<file path="src/rtl/mc_ctrl_pkg.sv">
// Shared encodings for the multi-cycle MIPS main control unit: state enum,
// opcode constants and datapath select encodings.
package mc_ctrl_pkg;

    typedef enum logic [3:0] {
        S_IDLE = 4'd0,
        S_IF   = 4'd1,
        S_ID   = 4'd2,
        S_MADR = 4'd3,
        S_MRD  = 4'd4,
        S_MWB  = 4'd5,
        S_MWR  = 4'd6,
        S_EXE  = 4'd7,
        S_RWB  = 4'd8,
        S_BEQ  = 4'd9,
        S_JMP  = 4'd10,
        S_AEX  = 4'd11,
        S_AWB  = 4'd12
    } state_t;

    localparam logic [5:0] OP_RTYPE = 6'b000000;
    localparam logic [5:0] OP_LW    = 6'b100011;
    localparam logic [5:0] OP_SW    = 6'b101011;
    localparam logic [5:0] OP_BEQ   = 6'b000100;
    localparam logic [5:0] OP_BNE   = 6'b000101;
    localparam logic [5:0] OP_J     = 6'b000010;
    localparam logic [5:0] OP_ADDI  = 6'b001000;

    localparam logic [1:0] ASB_B      = 2'b00;
    localparam logic [1:0] ASB_FOUR   = 2'b01;
    localparam logic [1:0] ASB_IMM    = 2'b10;
    localparam logic [1:0] ASB_IMM_SH = 2'b11;

    localparam logic [1:0] ALU_ADD   = 2'b00;
    localparam logic [1:0] ALU_SUB   = 2'b01;
    localparam logic [1:0] ALU_FUNCT = 2'b10;

    localparam logic [1:0] PCS_ALU    = 2'b00;
    localparam logic [1:0] PCS_ALUOUT = 2'b01;
    localparam logic [1:0] PCS_JUMP   = 2'b10;

endpackage

</file>
<file path="src/rtl/mc_retire_counter.sv">
// Retired-instruction counter: increments once per instr_done pulse and
// wraps modulo 2^CNT_W.
module mc_retire_counter #(
    parameter int CNT_W = 32
) (
    input  logic             clk,
    input  logic             rst,
    input  logic             i_inc,
    output logic [CNT_W-1:0] o_cnt
);

    logic [CNT_W-1:0] r_cnt;

    always_ff @(posedge clk or negedge rst) begin
        if (!rst) begin
            r_cnt <= '0;
        end else if (i_inc) begin
            r_cnt <= r_cnt + CNT_W'(1);
        end
    end

    assign o_cnt = r_cnt;

endmodule

</file>
<file path="src/rtl/mc_control_fsm.sv">
// Main control FSM for the multi-cycle MIPS datapath (IF/ID/EX/MEM/WB with
// memory handshake stalls). Optional BNE decode enabled by MCC_BNE_EN.
module mc_control_fsm
    import mc_ctrl_pkg::*;
#(
    parameter int CNT_W = 32
) (
    input  logic             clk,
    input  logic             rst,
    input  logic [5:0]       opcode,
    input  logic             zero,
    input  logic             mem_ready,
    output logic             pc_write,
    output logic             pc_write_cond,
    output logic             iord,
    output logic             mem_read,
    output logic             mem_write,
    output logic             ir_write,
    output logic             mem_to_reg,
    output logic             reg_dst,
    output logic             reg_write,
    output logic             alu_src_a,
    output logic [1:0]       alu_src_b,
    output logic [1:0]       alu_op,
    output logic [1:0]       pc_source,
    output logic             branch_ne,
    output logic             instr_done,
    output logic             illegal_op,
    output logic [CNT_W-1:0] instr_cnt
);

    state_t r_state;
    state_t w_next;
    logic   w_op_legal;
    logic   r_bne;

    // The branch condition itself is resolved in the datapath's PC-write gating.
    logic w_unused_zero;
    assign w_unused_zero = zero;

    always_comb begin
        w_op_legal = 1'b0;
        case (opcode)
            OP_RTYPE, OP_LW, OP_SW, OP_BEQ, OP_J, OP_ADDI: w_op_legal = 1'b1;
`ifdef MCC_BNE_EN
            OP_BNE:                                        w_op_legal = 1'b1;
`endif
            default:                                       w_op_legal = 1'b0;
        endcase
    end

    always_ff @(posedge clk or negedge rst) begin
        if (!rst) begin
            r_state <= S_IDLE;
        end else begin
            r_state <= w_next;
        end
    end

`ifdef MCC_BNE_EN
    // Opcode is captured on leaving ID so the branch sense stays stable in S_BEQ.
    always_ff @(posedge clk or negedge rst) begin
        if (!rst) begin
            r_bne <= 1'b0;
        end else if (r_state == S_ID) begin
            r_bne <= (opcode == OP_BNE);
        end
    end
`else
    assign r_bne = 1'b0;
`endif

    always_comb begin
        w_next = r_state;
        case (r_state)
            S_IDLE: w_next = S_IF;
            S_IF:   w_next = mem_ready ? S_ID : S_IF;
            S_ID: begin
                case (opcode)
                    OP_RTYPE:     w_next = S_EXE;
                    OP_LW, OP_SW: w_next = S_MADR;
                    OP_BEQ:       w_next = S_BEQ;
                    OP_J:         w_next = S_JMP;
                    OP_ADDI:      w_next = S_AEX;
`ifdef MCC_BNE_EN
                    OP_BNE:       w_next = S_BEQ;
`endif
                    default:      w_next = S_IF;
                endcase
            end
            S_MADR: w_next = (opcode == OP_LW) ? S_MRD :
                             (opcode == OP_SW) ? S_MWR : S_IF;
            S_MRD:  w_next = mem_ready ? S_MWB : S_MRD;
            S_MWR:  w_next = mem_ready ? S_IF  : S_MWR;
            S_EXE:  w_next = S_RWB;
            S_AEX:  w_next = S_AWB;
            S_MWB, S_RWB, S_BEQ, S_JMP, S_AWB: w_next = S_IF;
            default: w_next = S_IDLE;
        endcase
    end

    always_comb begin
        pc_write      = 1'b0;
        pc_write_cond = 1'b0;
        iord          = 1'b0;
        mem_read      = 1'b0;
        mem_write     = 1'b0;
        ir_write      = 1'b0;
        mem_to_reg    = 1'b0;
        reg_dst       = 1'b0;
        reg_write     = 1'b0;
        alu_src_a     = 1'b0;
        alu_src_b     = ASB_B;
        alu_op        = ALU_ADD;
        pc_source     = PCS_ALU;
        branch_ne     = 1'b0;
        instr_done    = 1'b0;
        illegal_op    = 1'b0;
        case (r_state)
            S_IF: begin
                mem_read  = 1'b1;
                alu_src_b = ASB_FOUR;
                ir_write  = mem_ready;
                pc_write  = mem_ready;
            end
            S_ID: begin
                alu_src_b  = ASB_IMM_SH;
                illegal_op = ~w_op_legal;
            end
            S_MADR, S_AEX: begin
                alu_src_a = 1'b1;
                alu_src_b = ASB_IMM;
            end
            S_MRD: begin
                mem_read = 1'b1;
                iord     = 1'b1;
            end
            S_MWB: begin
                reg_write  = 1'b1;
                mem_to_reg = 1'b1;
                instr_done = 1'b1;
            end
            S_MWR: begin
                mem_write  = 1'b1;
                iord       = 1'b1;
                instr_done = mem_ready;
            end
            S_EXE: begin
                alu_src_a = 1'b1;
                alu_op    = ALU_FUNCT;
            end
            S_RWB: begin
                reg_write  = 1'b1;
                reg_dst    = 1'b1;
                instr_done = 1'b1;
            end
            S_BEQ: begin
                alu_src_a     = 1'b1;
                alu_op        = ALU_SUB;
                pc_write_cond = 1'b1;
                pc_source     = PCS_ALUOUT;
                branch_ne     = r_bne;
                instr_done    = 1'b1;
            end
            S_JMP: begin
                pc_write   = 1'b1;
                pc_source  = PCS_JUMP;
                instr_done = 1'b1;
            end
            S_AWB: begin
                reg_write  = 1'b1;
                instr_done = 1'b1;
            end
            default: ;
        endcase
    end

    mc_retire_counter #(.CNT_W(CNT_W)) u_retire (
        .clk   (clk),
        .rst   (rst),
        .i_inc (instr_done),
        .o_cnt (instr_cnt)
    );

endmodule

</file>
<file path="config.mk">
export PLATFORM = sky130hd
export DESIGN_NAME = mc_control_fsm
export DESIGN_NICKNAME = d
export VERILOG_FILES = /design/src/rtl/mc_ctrl_pkg.sv /design/src/rtl/mc_retire_counter.sv /design/src/rtl/mc_control_fsm.sv
export SDC_FILE = /design/constraint.sdc
export NUM_CORES = 1
export LEC_CHECK = 0
export CELL_PAD_IN_SITES_DETAIL_PLACEMENT = 0
export CELL_PAD_IN_SITES_GLOBAL_PLACEMENT = 1
export CORE_MARGIN = 2
export CORE_UTILIZATION = 36
export DETAILED_ROUTE_END_ITERATION = 8
export HOLD_SLACK_MARGIN = 0.12
export PLACE_DENSITY_LB_ADDON = 0.1
export SETUP_SLACK_MARGIN = 0.05
export SKIP_CTS_REPAIR_TIMING = 1
export SLEW_MARGIN = 40
export SYNTH_ARGS = -nofsm -noshare
export SYNTH_HDL_FRONTEND = slang
export SYNTH_SLANG_ARGS = --single-unit
</file>
<file path="constraint.sdc">
create_clock -name clk -period 2.12 [get_ports clk]
set_input_delay 0.424 -clock clk [delete_from_list [all_inputs] [get_ports clk]]
set_output_delay 0.424 -clock clk [all_outputs]
set_load 0.02 [all_outputs]
</file>
run_1/port_trees.png
Drawn at 4 px/µm.
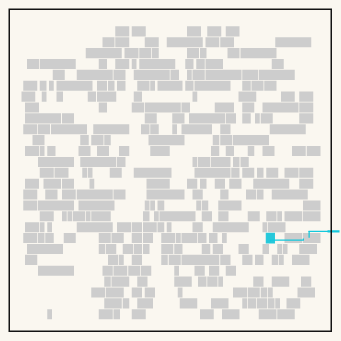
| port | colour | bits | direction | edge | end cells | buffers | wire |
|---|---|---|---|---|---|---|---|
| pc_write | cyan | 1 | output | east | 1 | 1 | 15.3 µm |
boundary pin count: 61
Port Buffers: 58

run_1/ff_map.png
Drawn at 4 px/µm. Other cells in grey.
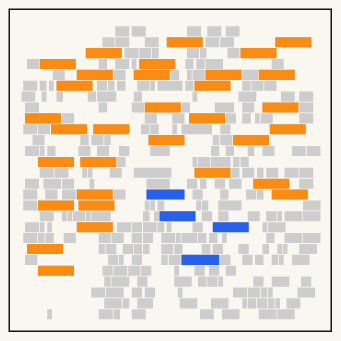
| signal | colour | placed flops |
|---|---|---|
| u_retire.o_cnt | orange | 32 |
| r_state | blue | 4 |
fin util: 54.63%
total sequential power: 853 µW
flop share of the area: 29.85%
Storage cell area: 903.4 µm²

==> flow_summary_export.csv, run 1 <==
group,metric,value,unit
synth,yosysWarnings,0,
global_route,grt_max_degree,37,
die,fp.dieW,80.14,µm
outcome,status,"complete, but fails checks",
detailed_routing,drtAntennaViolNets,0,
cts,ctsRootBufferMaster,"clkbuf_8",
cts,tritoncts,"done",
detailed_routing,post_drt_wl_per_cell,14.20,µm
cells_and_area,buf_share,27.45,%
outcome,violations,"setup timing",
die,row_count,27,
detailed_routing,wirelength,5139,µm
cts,numCtsBuffers,5,
synth,ys_cells,208,
cells_and_area,n_all_inverters,4,
synth,synthCells,208,
die,dieArea,6422,µm²
cts,clock-sinks,36,
place,finalWeightedCongestion,0.7850,
setup_path,startpoint_type,"input port",
cells_and_area,mostFrequentLayoutCell,"clkdlybuf4s50_1",
run,tool_warnings,28,
cells_and_area,final_cell_mix,"clkdlybuf4s50_1, dfrtp_1, buf_4",
synth,async_flop_share,100.0,%
die,taps,72,
synth,syn-cell-area,2087,µm²
sta,rsz0062_at_grt,"true",
detailed_routing,drt_iter0_drc,95,
cells_and_area,largest_class,"logic gates",
synth,top_area_share,43.17,%
cells_and_area,final_nets,301,
global_route,grt_pass1_wl,8638,µm
hold_path,worst_hold_path.endpoint,"u_retire.o_cnt[31]",
synth,ys_chip_area,2087,µm²
sta,final_hold_viol_count,0,
synth,edf_count,0,
synth,area_leaders,"dfrtp_1, xnor2_1, xor2_1",
sta,finalWorstSetupSlack,-0.2627,ns
cells_and_area,comb_area,1110,µm²
sta,min_period,2.383,ns
cells_and_area,drive_above_1_share,20.34,%
sta,setup_viol,1,
synth,synthTopCellsByCount,"dfrtp_1, nor2_1, xnor2_1",
pwr,p_leak,0.001588,µW
detailed_routing,viasPerCell,5.066,
cts,cts_buffer_depth,2,
detailed_routing,firstDrtPassIters,4,
synth,numSynthFlops,36,
pwr,total_power,2340,µW
cells_and_area,clock_buffers,6,
cts,cts.clk_slew.worst_paths,0.07,ns
synth,synth_area_per_cell,10.03,µm²
pwr,power_density,773.3,nW/µm²
cells_and_area,combAreaFraction,36.67,%
cells_and_area,num-multi-input-gates,156,
synth,syn_nets,219,
cells_and_area,nFlopsAndLatches,36,
place,place_hpwl,3671,µm
setup_path,r2r_start,"u_retire.o_cnt[12]",
place,post_dp_cell_area,2887,µm²
setup_path,critPathRequiredTime,1.70,ns
setup_path,critPathMaxFanout,2,
global_route,grt_usage,17.15,%
cells_and_area,clockNetworkAreaShare,2.563,%
sta,fin_worst_skew,0.002696,ns
global_route,grt_pass1_vias,1799,
setup_path,cp-end-kind,"primary output",
setup_path,cp.arrival,1.96,ns
sta,period_used_share,112.4,%
hold_path,min_from,"u_retire.o_cnt[31]",
pwr,ir_drop,432.0,µV
cts,cts.htree.levels,2,
synth,synth.distinct_cells,50,
global_route,antenna_found_initial,0,
setup_path,crit_type,"in -> out",
setup_path,rr_worst_depth,6,
cells_and_area,n_antenna_cell,0,
hold_path,min_path_cells,1,
sta,max_freq,419.7,MHz
cells_and_area,n_all_buffers,87,
synth,synth_seq_share,43.17,%
cells_and_area,area_delta_synth_final,45.02,%
detailed_routing,via_count,1834,
global_route,grt-ovfl-total,0,
sta,finalSetupTns,-0.2627,ns
synth,synth_top_cell_by_count,"dfrtp_1",
cells_and_area,final_area,3027,µm²
run_1/util_map.png
Drawn at 3 px/µm. The die is cut into 8 by 8 equal tiles; dark purple is low, yellow is high, 0 to 100% covered.
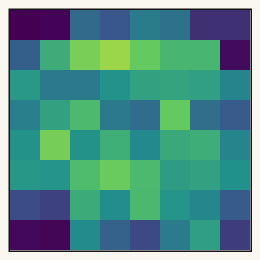
tiles over 75% full: 9.4%
emptiest ninth of the die: south-west
mean over tiles: 46%
nearly empty tiles: 4.7%
fullest tile: 85%
Core ar.: 5540 µm²
fp_density: 37.67%

-- run 1: cell families (layout without fill, tap and decap cells) --
| family | Yosys count | in the layout | share of synthesized area [%] |
|---|---|---|---|
| mux | 2 | 2 | 1.079 |
| compound gates | 21 | 21 | 9.054 |
| fa+ha+maj | 1 | 1 | 0.5994 |
| other cells | 1 | 1 | 0.1797 |
| flops | 36 | 36 | 43.17 |
| simple gates | 98 | 98 | 27.46 |
| xor+xnor | 33 | 33 | 13.85 |
| buf+inv | 16 | 98 | 4.616 |
-- run 1: power breakdown --
part	total (µW)	leakage (µW)	switching (µW)	internal, µW
logic	1020	0.00106	528	493
clock network	466	0.0000410	242	224
registers	853	0.000484	99.5	754
-- run 1: flip-flops by register name (all words and copies together) (netlist names) --
name and count:
r_state 4, u_retire.o_cnt 32
-- run 1: critical path, cell delays in order --
cell and delay, ns:
clkdlybuf4s50_1 0.43, or2_4 0.26, or3b_4 0.39, a211oi_2 0.24, a211oi_2 0.05, buf_2 0.16
-- run 1: how the worst max path moves through the flow --
stage | start | endpoint
2_1_floorplan | opcode[5] | illegal_op
3_3_place_gp | opcode[5] | illegal_op
3_5_place_dp | opcode[5] | illegal_op
4_1_cts | opcode[5] | illegal_op
5_1_grt | opcode[5] | illegal_op
6_report | opcode[5] | illegal_op
-- run 1: routing by layer --
layer | global-route usage (%) | share of wire [%] | vias up
li1 | - | - | 894
met4 | 5.254 | 0.76 | 0
met3 | 4.157 | 5.8 | 5
met2 | 25.67 | 45 | 49
met1 | 24.43 | 49 | 886
met5 | 0 | 0 | -
-- run 1: per-stage QoR --
stage	setup WS [ns]	utilization [%]	std cells
detailed placement	-0.8972	52.10	354
floorplan	0.07779	-	208
global placement	-0.8244	52.10	354
global route	-0.3195	54.63	362
CTS	-0.8954	53.50	361
finish	-0.2627	54.63	362
run_1/gates.png
Drawn at 6 px/µm.
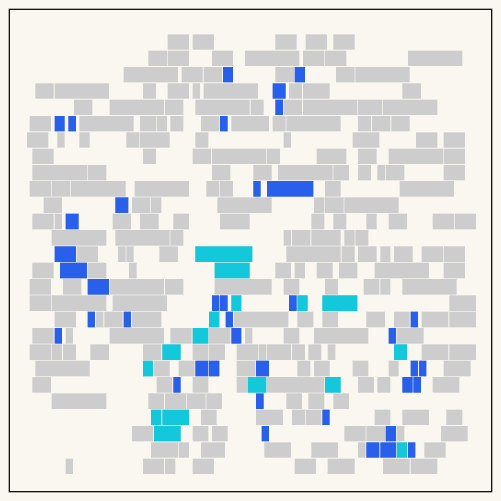

==> run 2, diff against run 1 <==
--- a/config.mk
+++ b/config.mk
@@ -8,7 +8,7 @@
 export CELL_PAD_IN_SITES_DETAIL_PLACEMENT = 0
 export CELL_PAD_IN_SITES_GLOBAL_PLACEMENT = 1
 export CORE_MARGIN = 2
-export CORE_UTILIZATION = 36
+export CORE_UTILIZATION = 30
 export DETAILED_ROUTE_END_ITERATION = 8
 export HOLD_SLACK_MARGIN = 0.12
 export PLACE_DENSITY_LB_ADDON = 0.1
run_2/gates.png
Drawn at 6 px/µm.
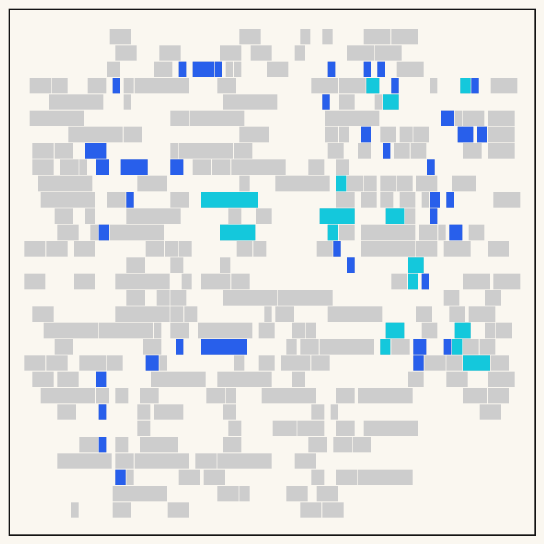
| family | colour | cells |
|---|---|---|
| nor cells | blue | 39 |
| aoi and oai cells | cyan | 16 |
final non-filler cell total: 371
Comb area share: 36.62%

==> run 2 against run 1 <==
  * The run now ends clean
  * Clock power barely moved
  * Via count down 3.6%
  * Sequential power about the same
  * Critical endpoint unchanged
  * Largest power group unchanged
  * Highest routed layer unchanged
==> flow_summary_export.csv, run 2 <==
group,metric,value,unit
synth,ys_chip_area,2087,µm²
pwr,total_power,2341,µW
setup_path,crit_path_max_incr_delay,0.39,ns
synth,yosysWarnings,0,
global_route,use_met2,22.38,%
synth,xor_share,13.85,%
synth,ys_cells,208,
hold_path,min_from,"u_retire.o_cnt[31]",
sta,period_used_share,97.97,%
synth,edf_count,0,
place,post_dp_cell_area,2904,µm²
detailed_routing,via_count,1768,
hold_path,worst_hold_path.endpoint,"u_retire.o_cnt[31]",
die,initCoreUtil,30.89,%
cts,cts_buffer_depth,2,
cts,numCtsBuffers,5,
setup_path,r2r_start,"u_retire.o_cnt[12]",
detailed_routing,post_drt_wl_per_cell,14.35,µm
cts,clock-sinks,36,
cts,cts.clk_slew.worst_paths,0.07,ns
synth,adder_share,0.5995,%
run,tool_warnings,28,
setup_path,path_cells,"dlymetal6s2s_1 > or2_4 > or3b_4 > a211oi_2 > a211oi_1 > buf_2",
cts,tritoncts,"done",
setup_path,critPathTopFamily,"simple AND/OR/NAND/NOR gates",
synth,syn_nets,219,
setup_path,crit_type,"in -> out",
synth,numSynthFlops,36,
global_route,grt_pass1_vias,1739,
synth,synth_area_per_cell,10.03,µm²
cts,ctsRootBufferMaster,"clkbuf_8",
global_route,grt_use_met1,20.08,%
pwr,p_sw_share,37.26,%
cells_and_area,n_antenna_cell,0,
sta,setup_viol,0,
pwr,ir_drop,265.0,µV
setup_path,slowest_stage,"or3b_4",
setup_path,r2r-end,"u_retire.o_cnt[27]",
die,row_count,30,
cells_and_area,seq_area,900.9,µm²
synth,top_area_share,43.17,%
synth,synthCells,208,
detailed_routing,drtAntennaViolNets,0,
detailed_routing,firstDrtPassIters,4,
setup_path,critPathMaxFanout,2,
setup_path,rr_worst_depth,5,
cells_and_area,fin_util,44.76,%
pwr,combPwrFrac,43.8,%
setup_path,cp-end-kind,"primary output",
place,place_inst,363,
die,fp.dieW,87.41,µm
cells_and_area,area_delta_synth_final,44.90,%
global_route,gr-usage-met3,3.507,%
global_route,grt-ovfl-total,0,
pwr,p_sw,872.2,µW
cts,cts.htree.levels,2,
detailed_routing,wirelength,5323,µm
synth,synth.distinct_cells,50,
pwr,power_frac_seq,36.4,%
die,io_pins,61,
place,finalWeightedCongestion,0.7902,
cells_and_area,final_nets,302,
pwr,power_density,774.1,nW/µm²
synth,async_flop_share,100.0,%
sta,rsz0062_at_grt,"true",
hold_path,min_path_cells,1,
synth,area_leaders,"dfrtp_1, xnor2_1, xor2_1",
synth,syn-cell-area,2087,µm²
place,place_hpwl,3838,µm
cells_and_area,largest_register_ffs,32,
sta,fin_worst_skew,0.007351,ns
pwr,clkPwrFrac,19.8,%
synth,simple_gate_area_share,27.46,%
global_route,grt_usage,14.54,%
cells_and_area,final_cell_mix,"clkdlybuf4s50_1, dfrtp_1, buf_4",
synth,synth_seq_share,43.17,%
synth,synth_top_cell_by_count,"dfrtp_1",
outcome,status,"finished clean",
detailed_routing,drt_iter0_drc,57,
synth,synthTopCellsByCount,"dfrtp_1, nor2_1, xnor2_1",
place,io_buffers,58,
cells_and_area,final_area,3024,µm²
setup_path,cp_num_buf_inv,2,
pwr,internal_power,1469,µW
global_route,antenna_found_initial,0,
pwr,p_leak,0.001569,µW
sta,final_hold_viol_count,0,
cells_and_area,comb_area,1107,µm²
==> run 2: how the worst max path moves through the flow <==
stage	cells past startpoint	startpoint	endpoint
CTS	6	opcode[5]	illegal_op
global placement	6	opcode[5]	illegal_op
global route	6	opcode[5]	illegal_op
detailed placement	6	opcode[5]	illegal_op
floorplan	4	opcode[5]	illegal_op
finish	6	opcode[5]	illegal_op
==> run 2: area by class of cell <==
class / count / share of cell area, %
inverters: 4 / 0.4965
clock buffers: 6 / 2.400
repair buffers: 88 / 27.22
well taps: 80 / 3.310
multi-input cells: 156 / 36.62
clock inverters: 1 / 0.1655
flip-flops and latches: 36 / 29.79
==> run 2: stage by stage <==
step	setup TNS [ns]	hold WS [ns]	worst slack, ns
after floorplan	0	0.1284	0.07779
after global placement	-1.775	0.4628	-0.8143
after detailed placement	-1.762	0.4673	-0.8425
after CTS	-4.079	0.4840	-0.8614
after global routing	-0.003955	0.4934	-0.003955
final	0	0.4760	0.04296
==> run 2: power by group through the flow <==
| stage | clock (µW) | sequential (µW) | combinational [µW] |
|---|---|---|---|
| 2_1_floorplan | 0 | 880 | 555 |
| 3_3_place_gp | 0 | 864 | 1070 |
| 3_5_place_dp | 0 | 863 | 1060 |
| 4_1_cts | 481 | 850 | 1070 |
| 5_1_grt | 502 | 865 | 1110 |
| 6_report | 465 | 851 | 1020 |
==> run 2: worst reg2reg max path, cell delays in order, from the launching register on <==
cell and delay, ns:
dfrtp_1 0.47, nand4_2 0.19, nor4_4 0.47, o2111ai_4 0.25, nor3_2 0.18, xor2_1 0.16
==> run 2: metal layers <==
layer,up-vias,share of wire (%)
met5,-,0
met4,0,1.4
met3,7,4.5
met2,37,46
met1,832,48
li1,892,-
==> run 3, diff against run 2 <==
--- a/config.mk
+++ b/config.mk
@@ -14,7 +14,7 @@
 export PLACE_DENSITY_LB_ADDON = 0.1
 export SETUP_SLACK_MARGIN = 0.05
 export SKIP_CTS_REPAIR_TIMING = 1
-export SLEW_MARGIN = 40
+export SLEW_MARGIN = 30
 export SYNTH_ARGS = -nofsm -noshare
 export SYNTH_HDL_FRONTEND = slang
 export SYNTH_SLANG_ARGS = --single-unit
run_3/gates.png
Drawn at 6 px/µm.
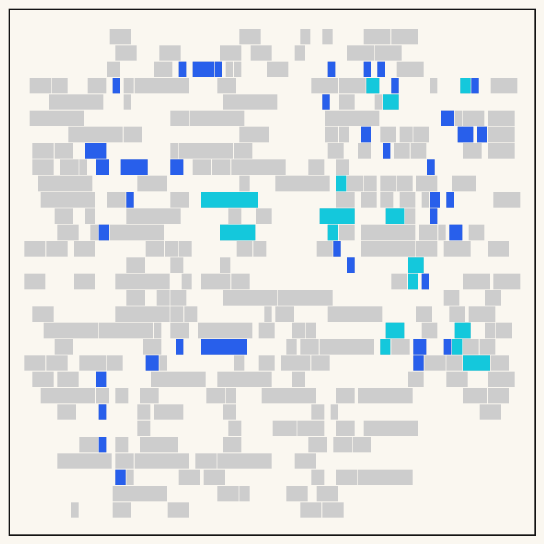
| family | colour | cells |
|---|---|---|
| aoi and oai cells | cyan | 16 |
| nor cells | blue | 39 |

==> run 3 against run 2 <==
  * Worst setup slack unchanged
  * Core utilization unchanged
  * Total power did not move
  * Routed wire length did not move
  * Sequential power about the same
  * Non-clock buffer count unchanged
  * Critical path type unchanged
  * Critical endpoint unchanged
  * Largest power group unchanged
  * Highest routed layer unchanged
==> flow_summary_export.csv, run 3 <==
group,metric,value,unit
sta,finalWorstSetupSlack,0.04296,ns
cells_and_area,finalNonFillerCells,371,
synth,syn_nets,219,
pwr,powerSeq,851,µW
detailed_routing,wl_met2,2451,µm
place,place_inst,363,
die,fp.dieW,87.41,µm
synth,yosysWarnings,0,
synth,synth_seq_share,43.17,%
synth,top_area_share,43.17,%
detailed_routing,via_count,1768,
cts,cts.clk_slew.worst_paths,0.07,ns
cts,cts.htree.levels,2,
sta,period_used_share,97.97,%
setup_path,cp-end-kind,"primary output",
cells_and_area,largest_register_ffs,32,
place,finalWeightedCongestion,0.7902,
pwr,powerClk,465,µW
setup_path,critPathTopFamily,"simple AND/OR/NAND/NOR gates",
synth,edf_count,0,
place,place_hpwl,3838,µm
die,io_pins,61,
detailed_routing,drt_iter0_drc,57,
die,initCoreUtil,30.89,%
cts,numCtsBuffers,5,
pwr,p_leak,0.001569,µW
global_route,grt_usage,14.54,%
cells_and_area,final_cell_mix,"clkdlybuf4s50_1, dfrtp_1, buf_4",
outcome,status,"finished clean",
global_route,grt_pass1_vias,1739,
synth,synth.distinct_cells,50,
detailed_routing,drtAntennaViolNets,0,
synth,ys_chip_area,2087,µm²
pwr,total_power,2341,µW
pwr,clkPwrFrac,19.8,%
synth,numSynthFlops,36,
setup_path,critPathMaxFanout,2,
pwr,p_sw_share,37.26,%
synth,ys_cells,208,
sta,finalSetupTns,0,ns
synth,synth_top_cell_by_count,"dfrtp_1",
cells_and_area,n_antenna_cell,0,
detailed_routing,wirelength,5323,µm
setup_path,slowest_stage,"or3b_4",
pwr,p_comb,1020,µW
cts,cts_buffer_depth,2,
detailed_routing,met3_wirelength,238,µm
sta,final_hold_viol_count,0,
synth,synthCells,208,
sta,fin_worst_skew,0.007351,ns
pwr,combPwrFrac,43.8,%
run 3: cell counts after synthesis:
No cell type changed its count.
run 3: area by class of cell:
| class | instances | area (µm²) |
|---|---|---|
| clock buffers | 6 | 72.57 |
| clock inverters | 1 | 5.005 |
| fillers | 656 | 3732 |
| inverters | 4 | 15.01 |
| multi-input cells | 156 | 1107 |
| flip-flops and latches | 36 | 900.9 |
| well taps | 80 | 100.1 |
| repair buffers | 88 | 823.3 |
run 3: cells by family (layout without fill, tap and decap cells):
logic type	count (synthesis)	count (layout)	share of synthesized area (%)
xor gates and xnor gates	33	33	13.85
and+or+nand+nor	98	98	27.46
AOI/OAI and AO/OA	21	21	9.054
buffers and inverters	16	99	4.616
muxes	2	2	1.079
adders and majority gates	1	1	0.5994
other	1	1	0.1797
DFF	36	36	43.17
run 3: per-layer routing:
metal	vias up	track usage [%]
li1	892	-
met3	7	3.507
met5	-	0
met2	37	22.38
met1	832	20.08
met4	0	4.615
run 3: path summary, 6_finish.rpt:
kind,cells past startpoint,to,startpoint,slack (ns)
hold reg to reg,1,u_retire.o_cnt[31],u_retire.o_cnt[31],0.48
max in group asynchronous,2,r_state[2],rst,1.24
hold / removal,1,u_retire.o_cnt[31],u_retire.o_cnt[31],0.48
min in group asynchronous,2,u_retire.o_cnt[29],rst,0.55
setup reg to reg,5,u_retire.o_cnt[27],u_retire.o_cnt[12],0.32
setup / recovery,6,illegal_op,opcode[5],0.04
run 3: metrics by stage:
step / util [%] / hold slack (ns) / instance area [µm²]
CTS: 44.13 / 0.4840 / 2982
finish: 44.76 / 0.4760 / 3024
floorplan: - / 0.1284 / 2087
global route: 44.76 / 0.4934 / 3024
detailed placement: 42.98 / 0.4673 / 2904
global placement: 42.98 / 0.4628 / 2904

==> notes/layouts.md <==
Pictures saved along the way, in no particular order.

The clock network.
(a)
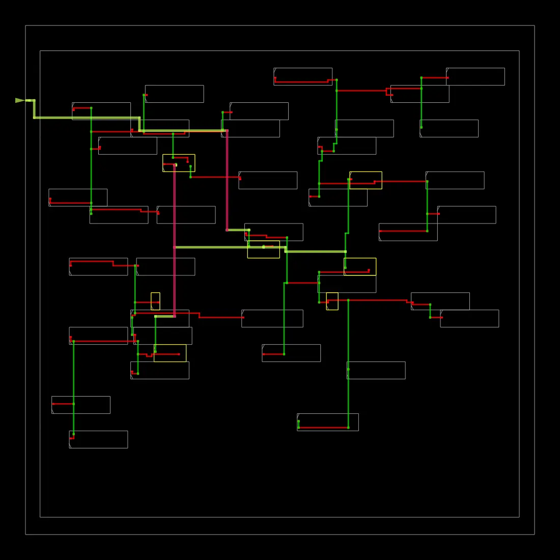
(b)
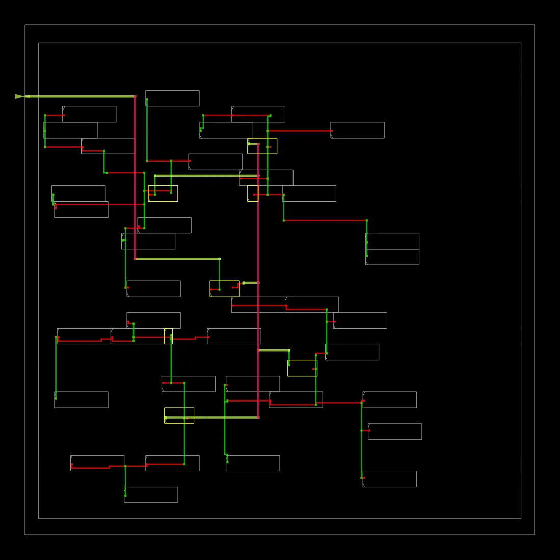
- run 3 = (b)
- run 1 = (a)

Power and IR drop assume default switching activity.
